**src/rtl/quant_block.sv**
```systemverilog
// Quantizer for one 4x4 block: one zigzag position per cycle, levels out in zigzag order, reconstruction in raster order.
// Optional feature macro: QUANT_SHARPEN_EN (adds sharpen[j] to |coeff[j]| before thresholding).
module quant_block #(
    parameter int BLOCK_SIZE = 4,
    parameter int LEVEL_MAX  = 2047
) (
    input  logic                                      clk,
    input  logic                                      rst_n,
    input  logic                                      start,
    input  logic [12*BLOCK_SIZE*BLOCK_SIZE-1:0]       coeff,
    input  logic [12*BLOCK_SIZE*BLOCK_SIZE-1:0]       q,
    input  logic [16*BLOCK_SIZE*BLOCK_SIZE-1:0]       iq,
    input  logic [18*BLOCK_SIZE*BLOCK_SIZE-1:0]       bias,
    input  logic [12*BLOCK_SIZE*BLOCK_SIZE-1:0]       zthresh,
    input  logic [8*BLOCK_SIZE*BLOCK_SIZE-1:0]        sharpen,
    output logic                                      busy,
    output logic [12*BLOCK_SIZE*BLOCK_SIZE-1:0]       levels,
    output logic [16*BLOCK_SIZE*BLOCK_SIZE-1:0]       rec,
    output logic                                      nz,
    output logic                                      done
);
    localparam int N = BLOCK_SIZE * BLOCK_SIZE;

    localparam logic [1:0] ST_IDLE = 2'd0;
    localparam logic [1:0] ST_RUN  = 2'd1;
    localparam logic [1:0] ST_DONE = 2'd2;

    logic [1:0]      state_q, state_d;
    logic [3:0]      cnt_q, cnt_d;
    logic            nz_acc_q, nz_acc_d;
    logic            nz_q, nz_d;
    logic [12*N-1:0] coeff_r_q, coeff_r_d;
    logic [12*N-1:0] q_r_q, q_r_d;
    logic [16*N-1:0] iq_r_q, iq_r_d;
    logic [18*N-1:0] bias_r_q, bias_r_d;
    logic [12*N-1:0] zth_r_q, zth_r_d;
    logic [12*N-1:0] levels_q, levels_d;
    logic [16*N-1:0] rec_q, rec_d;

    function automatic logic [3:0] zz_index(input logic [3:0] n);
        case (n)
            4'd0:  zz_index = 4'd0;
            4'd1:  zz_index = 4'd1;
            4'd2:  zz_index = 4'd4;
            4'd3:  zz_index = 4'd8;
            4'd4:  zz_index = 4'd5;
            4'd5:  zz_index = 4'd2;
            4'd6:  zz_index = 4'd3;
            4'd7:  zz_index = 4'd6;
            4'd8:  zz_index = 4'd9;
            4'd9:  zz_index = 4'd12;
            4'd10: zz_index = 4'd13;
            4'd11: zz_index = 4'd10;
            4'd12: zz_index = 4'd7;
            4'd13: zz_index = 4'd11;
            4'd14: zz_index = 4'd14;
            default: zz_index = 4'd15;
        endcase
    endfunction

    logic [3:0]  j;
    logic [11:0] c_j, q_j, zth_j;
    logic [15:0] iq_j;
    logic [17:0] bias_j;
    logic [7:0]  sh_j;
    logic        neg;
    logic [12:0] mag, m;
    logic [29:0] prod;
    logic [12:0] lvl_raw;
    logic [11:0] lvl_mag, lvl_s;
    logic [15:0] rec_u, rec_s;

`ifdef QUANT_SHARPEN_EN
    logic [8*N-1:0] sharpen_r_q, sharpen_r_d;
    assign sh_j = sharpen_r_q[int'(j)*8 +: 8];
`else
    logic unused_sharpen;
    assign unused_sharpen = ^sharpen;
    assign sh_j = 8'd0;
`endif

    // Datapath for the coefficient currently addressed by the zigzag counter.
    always_comb begin
        j       = zz_index(cnt_q);
        c_j     = coeff_r_q[int'(j)*12 +: 12];
        q_j     = q_r_q[int'(j)*12 +: 12];
        iq_j    = iq_r_q[int'(j)*16 +: 16];
        bias_j  = bias_r_q[int'(j)*18 +: 18];
        zth_j   = zth_r_q[int'(j)*12 +: 12];
        neg     = c_j[11];
        mag     = neg ? 13'(-{c_j[11], c_j}) : {c_j[11], c_j};
        m       = mag + {5'd0, sh_j};
        prod    = {17'd0, m} * {14'd0, iq_j} + {12'd0, bias_j};
        lvl_raw = 13'(prod >> 17);
        lvl_mag = 12'd0;
        if (m > {1'b0, zth_j}) begin
            lvl_mag = (lvl_raw > 13'(LEVEL_MAX)) ? 12'(LEVEL_MAX) : lvl_raw[11:0];
        end
        lvl_s = neg ? 12'(-lvl_mag) : lvl_mag;
        rec_u = 16'({12'd0, lvl_mag} * {12'd0, q_j});
        rec_s = neg ? 16'(-rec_u) : rec_u;
    end

    always_comb begin
        state_d   = state_q;
        cnt_d     = cnt_q;
        nz_acc_d  = nz_acc_q;
        nz_d      = nz_q;
        coeff_r_d = coeff_r_q;
        q_r_d     = q_r_q;
        iq_r_d    = iq_r_q;
        bias_r_d  = bias_r_q;
        zth_r_d   = zth_r_q;
        levels_d  = levels_q;
        rec_d     = rec_q;
`ifdef QUANT_SHARPEN_EN
        sharpen_r_d = sharpen_r_q;
`endif
        case (state_q)
            ST_IDLE: begin
                if (start) begin
                    coeff_r_d = coeff;
                    q_r_d     = q;
                    iq_r_d    = iq;
                    bias_r_d  = bias;
                    zth_r_d   = zthresh;
`ifdef QUANT_SHARPEN_EN
                    sharpen_r_d = sharpen;
`endif
                    nz_acc_d  = 1'b0;
                    cnt_d     = 4'd0;
                    state_d   = ST_RUN;
                end
            end
            ST_RUN: begin
                levels_d[int'(cnt_q)*12 +: 12] = lvl_s;
                rec_d[int'(j)*16 +: 16]        = rec_s;
                nz_acc_d = nz_acc_q | (lvl_mag != 12'd0);
                cnt_d    = cnt_q + 4'd1;
                if (cnt_q == 4'd15) begin
                    nz_d    = nz_acc_q | (lvl_mag != 12'd0);
                    state_d = ST_DONE;
                end
            end
            ST_DONE: state_d = ST_IDLE;
            default: state_d = ST_IDLE;
        endcase
    end

    always_ff @(posedge clk or negedge rst_n) begin
        if (!rst_n) begin
            state_q   <= ST_IDLE;
            cnt_q     <= 4'd0;
            nz_acc_q  <= 1'b0;
            nz_q      <= 1'b0;
            coeff_r_q <= '0;
            q_r_q     <= '0;
            iq_r_q    <= '0;
            bias_r_q  <= '0;
            zth_r_q   <= '0;
            levels_q  <= '0;
            rec_q     <= '0;
`ifdef QUANT_SHARPEN_EN
            sharpen_r_q <= '0;
`endif
        end else begin
            state_q   <= state_d;
            cnt_q     <= cnt_d;
            nz_acc_q  <= nz_acc_d;
            nz_q      <= nz_d;
            coeff_r_q <= coeff_r_d;
            q_r_q     <= q_r_d;
            iq_r_q    <= iq_r_d;
            bias_r_q  <= bias_r_d;
            zth_r_q   <= zth_r_d;
            levels_q  <= levels_d;
            rec_q     <= rec_d;
`ifdef QUANT_SHARPEN_EN
            sharpen_r_q <= sharpen_r_d;
`endif
        end
    end

    assign busy   = (state_q == ST_RUN);
    assign done   = (state_q == ST_DONE);
    assign nz     = nz_q;
    assign levels = levels_q;
    assign rec    = rec_q;

endmodule

```
**config.mk**
```make
export PLATFORM = sky130hd
export DESIGN_NAME = quant_block
export DESIGN_NICKNAME = d
export VERILOG_FILES = /design/src/rtl/quant_block.sv
export SDC_FILE = /design/constraint.sdc
export NUM_CORES = 2
export LEC_CHECK = 0
export ABC_AREA = 1
export CAP_MARGIN = 0
export CORE_AREA = 2 2 667 669
export CTS_CLUSTER_DIAMETER = 40
export DETAILED_ROUTE_END_ITERATION = 8
export DIE_AREA = 0 0 669 671
export MAX_ROUTING_LAYER = met4
export PLACE_DENSITY_LB_ADDON = 0.15
export SLEW_MARGIN = 15
export SYNTH_ARGS = -nofsm -noshare
export SYNTH_HDL_FRONTEND = slang
export SYNTH_SLANG_ARGS = --single-unit
```
**constraint.sdc**
```tcl
create_clock -name clk -period 16.2 [get_ports clk]
set_input_delay 4.05 -clock clk [delete_from_list [all_inputs] [get_ports clk]]
set_output_delay 4.05 -clock clk [all_outputs]
set_load 0.03 [all_outputs]
```
==> out/results.tsv <==
metric	value	unit
outcome	finished, final reports clean	
diodes	71	
yosys-stat-area	82300	µm²
tightest_slew	1180	ps
buffer_ports.inserted	1573	
yosysCellCount	10500	
finalClockPeriodUsage	93.4	%
grt_use_met1	23.7	%
most_instantiated_cells_after_synthesis	sky130_fd_sc_hd__nand2_1 (4572), sky130_fd_sc_hd__dfrtp_1 (1576), sky130_fd_sc_hd__nor2_1 (923)	
hold_violations	0	
worst_hold_path_type	reg -> reg	
cp-start-kind	flop	
comb_area_share	32.4	%
max_freq	66.1	MHz
cts_tree	built	
postRouteAntennaNets	0	
rows	244	
final.min_clock_period	15130	ps
depth_of_the_worst_register_to_register_path	75	
path_max_fanout	14	
cts_sinks	1576	
design.portCount	1702	
clk_pin_slew	50	ps
worst_setup_path_endpoint	rec[95]	
largest_register	bias_r_q	
setup.worst_path.start	cnt_q[1]	
final-clk-cell-share	10.8	%
postCtsSetupBuffers	0	
num-nonclk-buffers	1875	
mi_logic_area	38700	µm²
remaining_drc_errors	0	
async_reset_ff_share	100	%
worstPathArrival	15940	ps
taps	5904	
comb_cells	7768	
level_count_of_the_clock_h_tree	5	
post_cts_resized	0	
ff_to_ff_start	cnt_q[1]	
num-nets-final	13900	
dp_cells	17800	
slew_viol_final	0	
cts.path.max_buffers	4	
die_w	669	µm
grt_start_max_net_pins	178	
worstSetupEndpointType	flop	
grt_first_pass_wirelength	609000	µm
coreArea	441000	µm²
top_cells_by_area	sky130_fd_sc_hd__dfrtp_1 (48%), sky130_fd_sc_hd__nand2_1 (21%), sky130_fd_sc_hd__fa_1 (5.9%)	
post_dp_cell_area	106000	µm²
whs	458	ps
n_all_inverters	644	
slowest_stage	sky130_fd_sc_hd__a31oi_1	
netlist-cell-type-count	58	
floorplanUtilization	18.7	%
synth.yosys.warnings	0	
busiest_layer	met2	
area_of_the_die	449000	µm²
numSequentialCells	1576	
largest_register_ff_count	288	
insertion_delay	970	ps
warnings	188	
postLayoutSetupSlackWorst	1070	ps
timing.hold.worst.start	bias_r_q[75]	
dp.final_hpwl	329000	µm
antenna_found_initial	135	
place_congestion	0.844	
critical_path_class	reg -> reg	
regToRegSetupSlack	1070	ps
holdPathEnd	bias_r_q[75]	
==> worst max-delay path: cells and delay by family, from the launching register on <==
kind / cells / cell delay [ps]
adders and majority gates: 14 / 6050
and+or+nand+nor: 29 / 3290
AOI/OAI and AO/OA: 12 / 2530
buffers and inverters: 19 / 2390
DFF: 1 / 440
xor gates and xnor gates: 1 / 210
==> per-layer routing <==
layer,routed length [µm],vias to the layer above
li1,-,36800
met1,187000,37700
met2,216000,2087
met3,20900,599
met4,12300,0
met5,0,-
==> cell families (layout without fill, tap and decap cells) <==
family / count (synthesis) / after routing / synth area share (%)
and+or+nand+nor: 6019 / 6020 / 28.6
DFF: 1576 / 1576 / 47.9
AOI/OAI and AO/OA: 1244 / 1244 / 8.62
buffers and inverters: 1201 / 3186 / 5.62
adders and majority gates: 401 / 401 / 8.32
xor gates and xnor gates: 41 / 41 / 0.436
muxes: 41 / 41 / 0.504
other: 2 / 92 / 0.00912
==> cells in the final DEF, fill, tap and decap left out, types with 61 or more instances in the layout <==
cell	netlist	routed
sky130_fd_sc_hd__a21oi_1	382	382
sky130_fd_sc_hd__buf_4	6	273
sky130_fd_sc_hd__clkbuf_1	448	62
sky130_fd_sc_hd__clkbuf_16	0	370
sky130_fd_sc_hd__clkbuf_8	0	79
sky130_fd_sc_hd__clkdlybuf4s50_1	0	1572
sky130_fd_sc_hd__dfrtp_1	1576	1575
sky130_fd_sc_hd__diode_2	0	71
sky130_fd_sc_hd__fa_1	244	244
sky130_fd_sc_hd__ha_1	157	155
sky130_fd_sc_hd__inv_1	612	609
sky130_fd_sc_hd__nand2_1	4572	4568
sky130_fd_sc_hd__nand3_1	343	343
sky130_fd_sc_hd__nor2_1	923	917
sky130_fd_sc_hd__o21ai_0	514	511
sky130_fd_sc_hd__o22ai_1	61	61
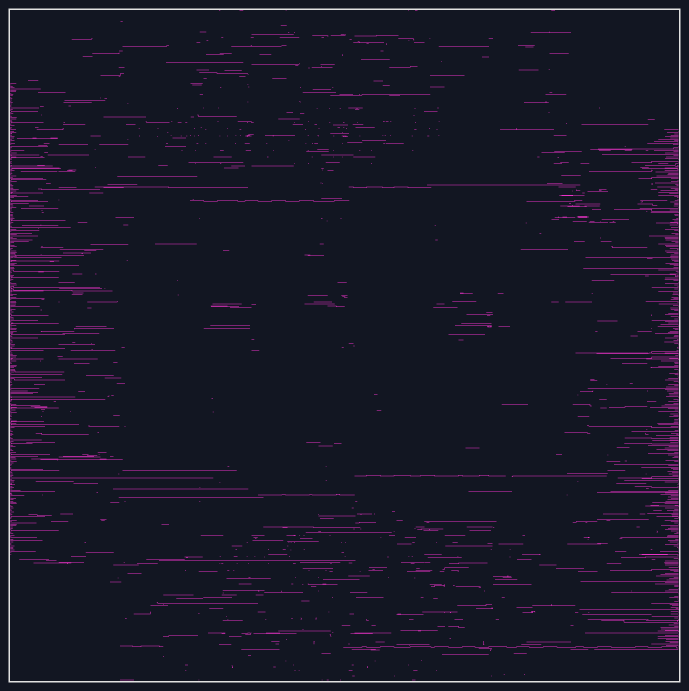
m3.png
(1 px per µm)
nets with wire on the layer: 1154
wire length on this layer: 20.9 mm
main direction: horizontal
share of all routed wire: 4.8%
longest straight run: 203 µm

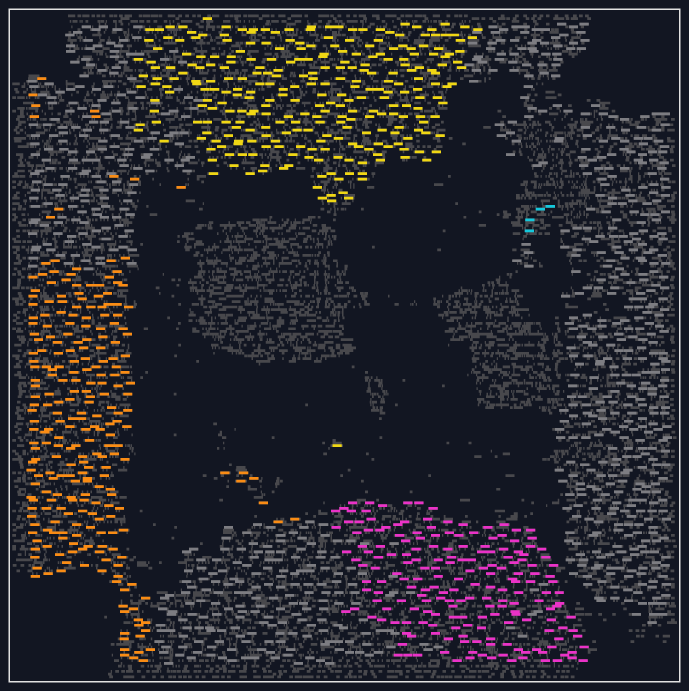
ff_map.png
(1 px per µm)
legend:
  coeff_r_q:
    color: magenta
    sequential_cells: 192
  iq_r_q:
    color: orange
    sequential_cells: 256
  cnt_q:
    color: cyan
    sequential_cells: 4
  bias_r_q:
    color: yellow
    sequential_cells: 288
    where: top middle
not colored: 836

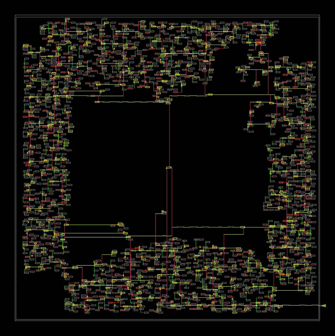
clock_nets.png
tally of clock buffers in the finished layout: 509

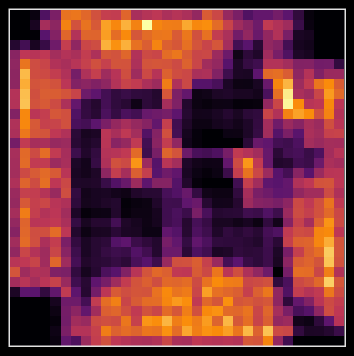
route_heat.png
(0.5 px per µm) 33 x 34 tiles, from black (low) to pale yellow (high), scaled to the fullest tile. Values are wire area over tile area, all layers added.
emptiest ninth of the die: middle
nearly empty tiles: 6.1%
mean over tiles: 0.15
fullest tile: 0.41
overall global routing resource usage: 19.4%
total length of routed wires: 436000 µm
number of vias after detailed routing: 77200
average wire per standard cell: 23.6 µm

